### src/rtl/imm_gen_pipe.sv
// imm_gen_pipe: decodes RISC-V instruction words into {immediate, format, illegal}
// and queues them in a DEPTH-entry FIFO. Latency: 1 cycle, push to head; no bypass.
// Backpressure: inReady = !full, from registered count only (no outReady term).
//
// Ports:
//   clock, resetN            rising-edge clock, async active-low reset
//   inValid/inReady          instruction word handshake (instruction, 32 bits)
//   outValid/outReady        head entry handshake
//   outImmediate/outFormat/outIllegal  decoded head entry, all zero while empty
//   count                    current occupancy

// Generic synchronous FIFO with a registered head. Push on full and pop on empty are ignored.
module imm_gen_fifo #(
  parameter int WIDTH = 8,
  parameter int DEPTH = 4
) (
  input  logic                     clk_i,
  input  logic                     rst_ni,
  input  logic                     push_i,
  input  logic                     pop_i,
  input  logic [WIDTH-1:0]         wdata_i,
  output logic [WIDTH-1:0]         rdata_o,
  output logic [$clog2(DEPTH):0]   count_o
);
  localparam int AW = $clog2(DEPTH);
  localparam logic [AW:0] FULL = (AW+1)'(DEPTH);

  logic [WIDTH-1:0] mem_q [DEPTH];
  logic [AW-1:0]    head_q, head_d;
  logic [AW-1:0]    tail_q, tail_d;
  logic [AW:0]      count_q, count_d;
  logic             push_ok, pop_ok;

  assign push_ok = push_i && (count_q != FULL);
  assign pop_ok  = pop_i && (count_q != '0);

  // Pointers wrap naturally because DEPTH is a power of two.
  always_comb begin
    head_d  = head_q;
    tail_d  = tail_q;
    count_d = count_q;
    if (push_ok) tail_d = tail_q + 1'b1;
    if (pop_ok)  head_d = head_q + 1'b1;
    if (push_ok && !pop_ok)      count_d = count_q + 1'b1;
    else if (pop_ok && !push_ok) count_d = count_q - 1'b1;
  end

  always_ff @(posedge clk_i or negedge rst_ni) begin
    if (!rst_ni) begin
      head_q  <= '0;
      tail_q  <= '0;
      count_q <= '0;
      for (int i = 0; i < DEPTH; i++) mem_q[i] <= '0;
    end else begin
      head_q  <= head_d;
      tail_q  <= tail_d;
      count_q <= count_d;
      if (push_ok) mem_q[tail_q] <= wdata_i;
    end
  end

  assign rdata_o = mem_q[head_q];
  assign count_o = count_q;
endmodule

module imm_gen_pipe #(
  parameter int XLEN  = 32,
  parameter int DEPTH = 4
) (
  input  logic                   clock,
  input  logic                   resetN,
  input  logic                   inValid,
  output logic                   inReady,
  input  logic [31:0]            instruction,
  output logic                   outValid,
  input  logic                   outReady,
  output logic [XLEN-1:0]        outImmediate,
  output logic [2:0]             outFormat,
  output logic                   outIllegal,
  output logic [$clog2(DEPTH):0] count
);
  localparam int CW = $clog2(DEPTH) + 1;
  localparam logic [CW-1:0] FULL = CW'(DEPTH);

  localparam logic [2:0] FMT_R = 3'd0, FMT_I = 3'd1, FMT_S = 3'd2, FMT_B = 3'd3,
                         FMT_U = 3'd4, FMT_J = 3'd5, FMT_BAD = 3'd7;

  typedef struct packed {
    logic            ill;
    logic [2:0]      fmt;
    logic [XLEN-1:0] imm;
  } entry_t;

  entry_t      dec_dat, head_dat;
  logic [CW-1:0] count_q;
  logic        push, pop;

  // Decode before storage: only the extended immediate and format are queued.
  // Size casts of signed operands replicate instruction[31] up to XLEN.
  always_comb begin
    dec_dat     = '0;
    dec_dat.fmt = FMT_BAD;
    dec_dat.ill = 1'b1;
    case (instruction[6:0])
      7'b0000011, 7'b0010011, 7'b1100111, 7'b1110011: begin
        dec_dat.fmt = FMT_I;
        dec_dat.ill = 1'b0;
        dec_dat.imm = XLEN'($signed(instruction[31:20]));
      end
      7'b0100011: begin
        dec_dat.fmt = FMT_S;
        dec_dat.ill = 1'b0;
        dec_dat.imm = XLEN'($signed({instruction[31:25], instruction[11:7]}));
      end
      7'b1100011: begin
        dec_dat.fmt = FMT_B;
        dec_dat.ill = 1'b0;
        dec_dat.imm = XLEN'($signed({instruction[31], instruction[7], instruction[30:25],
                                     instruction[11:8], 1'b0}));
      end
      7'b0110111, 7'b0010111: begin
        dec_dat.fmt = FMT_U;
        dec_dat.ill = 1'b0;
        dec_dat.imm = XLEN'($signed({instruction[31:12], 12'b0}));
      end
      7'b1101111: begin
        dec_dat.fmt = FMT_J;
        dec_dat.ill = 1'b0;
        dec_dat.imm = XLEN'($signed({instruction[31], instruction[19:12], instruction[20],
                                     instruction[30:21], 1'b0}));
      end
      7'b0110011: begin
        dec_dat.fmt = FMT_R;
        dec_dat.ill = 1'b0;
      end
      default: ;
    endcase
  end

  assign inReady  = (count_q != FULL);
  assign outValid = (count_q != '0);
  assign push     = inValid && inReady;
  assign pop      = outValid && outReady;

  imm_gen_fifo #(
    .WIDTH ($bits(entry_t)),
    .DEPTH (DEPTH)
  ) u_fifo (
    .clk_i   (clock),
    .rst_ni  (resetN),
    .push_i  (push),
    .pop_i   (pop),
    .wdata_i (dec_dat),
    .rdata_o (head_dat),
    .count_o (count_q)
  );

  // Stale storage behind an empty FIFO must not leak onto the outputs.
  assign outImmediate = outValid ? head_dat.imm : '0;
  assign outFormat    = outValid ? head_dat.fmt : '0;
  assign outIllegal   = outValid ? head_dat.ill : 1'b0;
  assign count        = count_q;
endmodule

### config.mk
export PLATFORM = sky130hd
export DESIGN_NAME = imm_gen_pipe
export DESIGN_NICKNAME = d
export VERILOG_FILES = /design/src/rtl/imm_gen_pipe.sv
export SDC_FILE = /design/constraint.sdc
export NUM_CORES = 1
export LEC_CHECK = 0
export ABC_AREA = 1
export CAP_MARGIN = 25
export CORE_UTILIZATION = 35
export CTS_CLUSTER_SIZE = 30
export DETAILED_ROUTE_END_ITERATION = 8
export DONT_BUFFER_PORTS = 1
export GPL_TIMING_DRIVEN = 0
export PLACE_DENSITY = 0.57
export SKIP_CTS_REPAIR_TIMING = 1
export SLEW_MARGIN = 10
export SYNTH_ARGS = -nofsm -noshare
export SYNTH_HDL_FRONTEND = slang
export SYNTH_SLANG_ARGS = --single-unit
### constraint.sdc
create_clock -name clock -period 2.3 [get_ports clock]
set_input_delay 0.345 -clock clock [delete_from_list [all_inputs] [get_ports clock]]
set_output_delay 0.345 -clock clock [all_outputs]
set_load 0.01 [all_outputs]
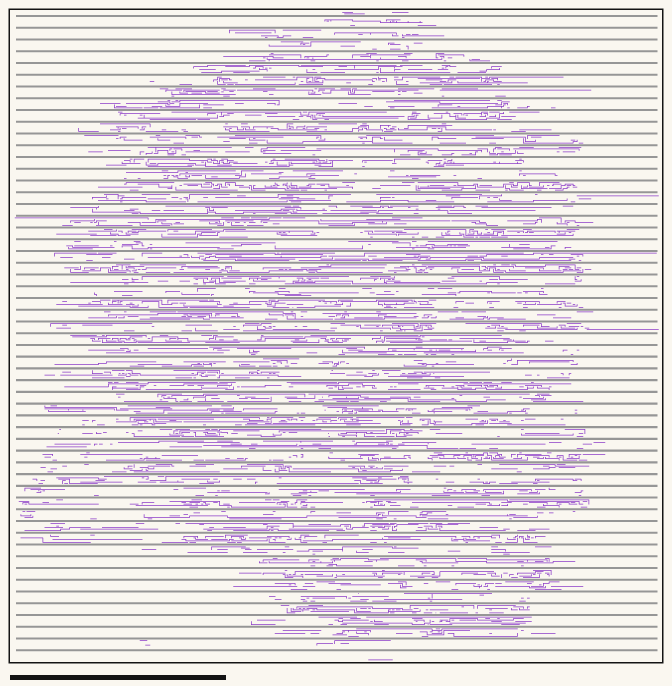
**Above:** signal wires on met1.
Scale bar: 50 um. Supply wires on this layer in gray.
share of all routed wire = 46%
wire length on this layer = 10900 um
nets with wire on the layer = 1052
Routed WL: 23.9 mm
M1 GR Usage: 0.303
vias post-DR: 6808

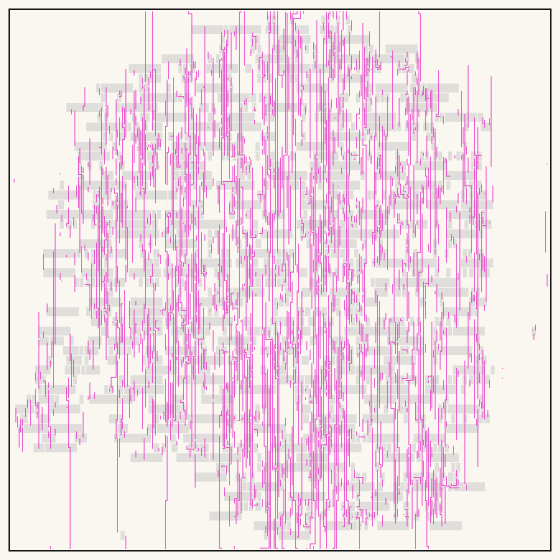
**Above:** met2 routing.
main direction = vertical
nets with wire on the layer = 796
share of all routed wire = 46%

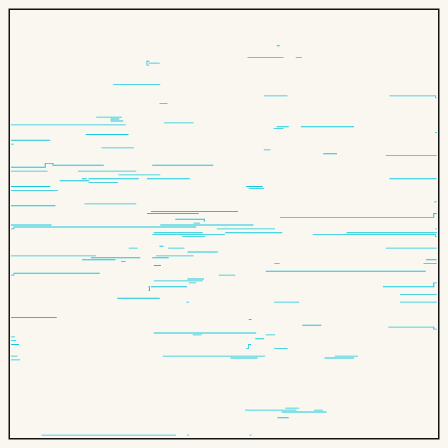
**Above:** metal 3.
main direction = horizontal
longest straight run = 64.2 um
wire length on this layer = 1450 um
nets with wire on the layer = 90
share of all routed wire = 6.1%

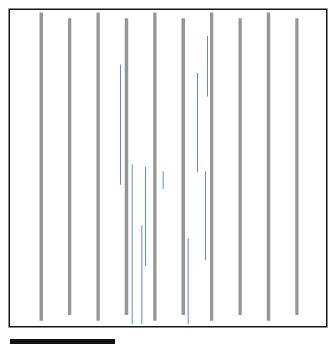
**Above:** M4 wires.
Scale bar: 50 um. Supply wires on this layer in gray.
wire length on this layer = 394 um
nets with wire on the layer = 6

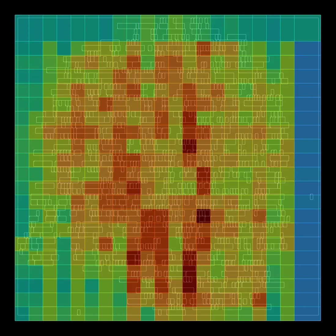
**Above:** routing congestion.
met2 Usage GRT: 0.355
busiest layer in global routing: met2

==> impl_metrics.json <==
{
  "ff2ff_setup_slack_ns": 0.24,
  "logic_gate_count": 808,
  "compound_area_frac": 0.0799,
  "netlist_area_um2": 7770,
  "syn_avg_cell_area_um2": 7.32,
  "instances_no_fill": 1374,
  "xor_share": 0.00564,
  "die_area_um2": 22800,
  "yosys.area_share.adder": 0.0106,
  "fin_skew_ns": 0.00766,
  "remaining_drc_errors": 0,
  "hold_slack_ns": -0.387,
  "min_path_type": "in -> async",
  "top_cell": "nand2_1",
  "fillers": 2278,
  "warnings": 33,
  "placed_cells_incl_taps": 1341,
  "crit_chain": "buf_4 > buf_1 > nor2_1 > o21ai_1 > a21oi_1",
  "synthDistinctLibCells": 28,
  "wl_met1_mm": 10.9,
  "path_buffers": 2,
  "drtIter0Drc": 656,
  "worst_ir_drop_vdd_mv": 0.657,
  "insertion_delay_ns": 0.43,
  "io_buffers": 0,
  "regMostFlops": "u_fifo.mem_q",
  "wl_met3_mm": 1.45,
  "period_used_share": 0.953,
  "crit_arrival_ns": 1.85,
  "core_area_um2": 21800,
  "clk_share": 0.0667,
  "cp_max_fo": 10,
  "place_ws_ns": 0.111,
  "cts_tree": "done",
  "die_h_um": 151,
  "vias_per_cell": 4.95,
  "inv_count": 43,
  "tightest_slew_ns": 0.543,
  "power_frac_clock": 0.264,
  "drv_slew": 0,
  "layout.nets": 1122,
  "end_kind": "output pin",
  "crit_required_ns": 1.96,
  "final_common_cell": "nand2_1",
  "combinationalPowerShare": 0.407,
  "status": "complete, but fails checks",
  "worstSetupPathType": "reg -> out",
  "maxCapViolations": 0,
  "p_leak_uw": 0.00472,
  "design_area_um2": 8830,
  "seq_cells": 151,
  "area_delta_synth_final_pct": 13.7,
  "min_period_ns": 2.19,
  "wl_met2_mm": 11.1,
  "cpPeakStageDelay_ns": 0.36,
  "critPathLaunch": "u_fifo.head_q[1]$_DFFE_PN0P_",
  "ff_type": "dfrtp_1",
  "logic_family": "simple AND/OR/NAND/NOR gates",
  "h-tree-depth": 4,
  "violations": "hold timing",
  "r2r_cells": 8,
  "yosysChipArea_um2": 7770,
  "crit_end": "outImmediate[7]",
  "fin_util": 0.405,
  "swShare": 0.420,
  "powerDensity_nw_per_um2": 1220,
  "p_seq_uw": 3560,
  "nWellTaps": 280,
  "dominant_cells": "registers",
  "grt_first_pass_wirelength_mm": 37.7,
  "hold_viol": 151,
  "common_cells": "440 x nand2_1, 151 x dfrtp_1, 150 x nor2_1",
  "routed.top_layer": "met4",
  "synth_stat.cells": 1061,
  "clk-power_uw": 2850,
  "root_buffer": "clkbuf_16",
  "intPower_uw": 6280,
  "fp_nets": 1103,
  "rsz0062_at_grt": "no",
  "antenna_found_initial": 1,
  "seq_share": 0.428,
  "p_total_uw": 10800,
  "buffer_area_frac": 0.0407,
  "placed_area_um2": 8120,
  "reg2reg_to": "u_fifo.count_o[1]$_DFFE_PN0P_",
  "p_switching_uw": 4540,
  "numCtsBuffers": 17,
  "buffers": 59,
  "dr.pass1.iters": 5,
  "synth_seq_share": 0.486
}
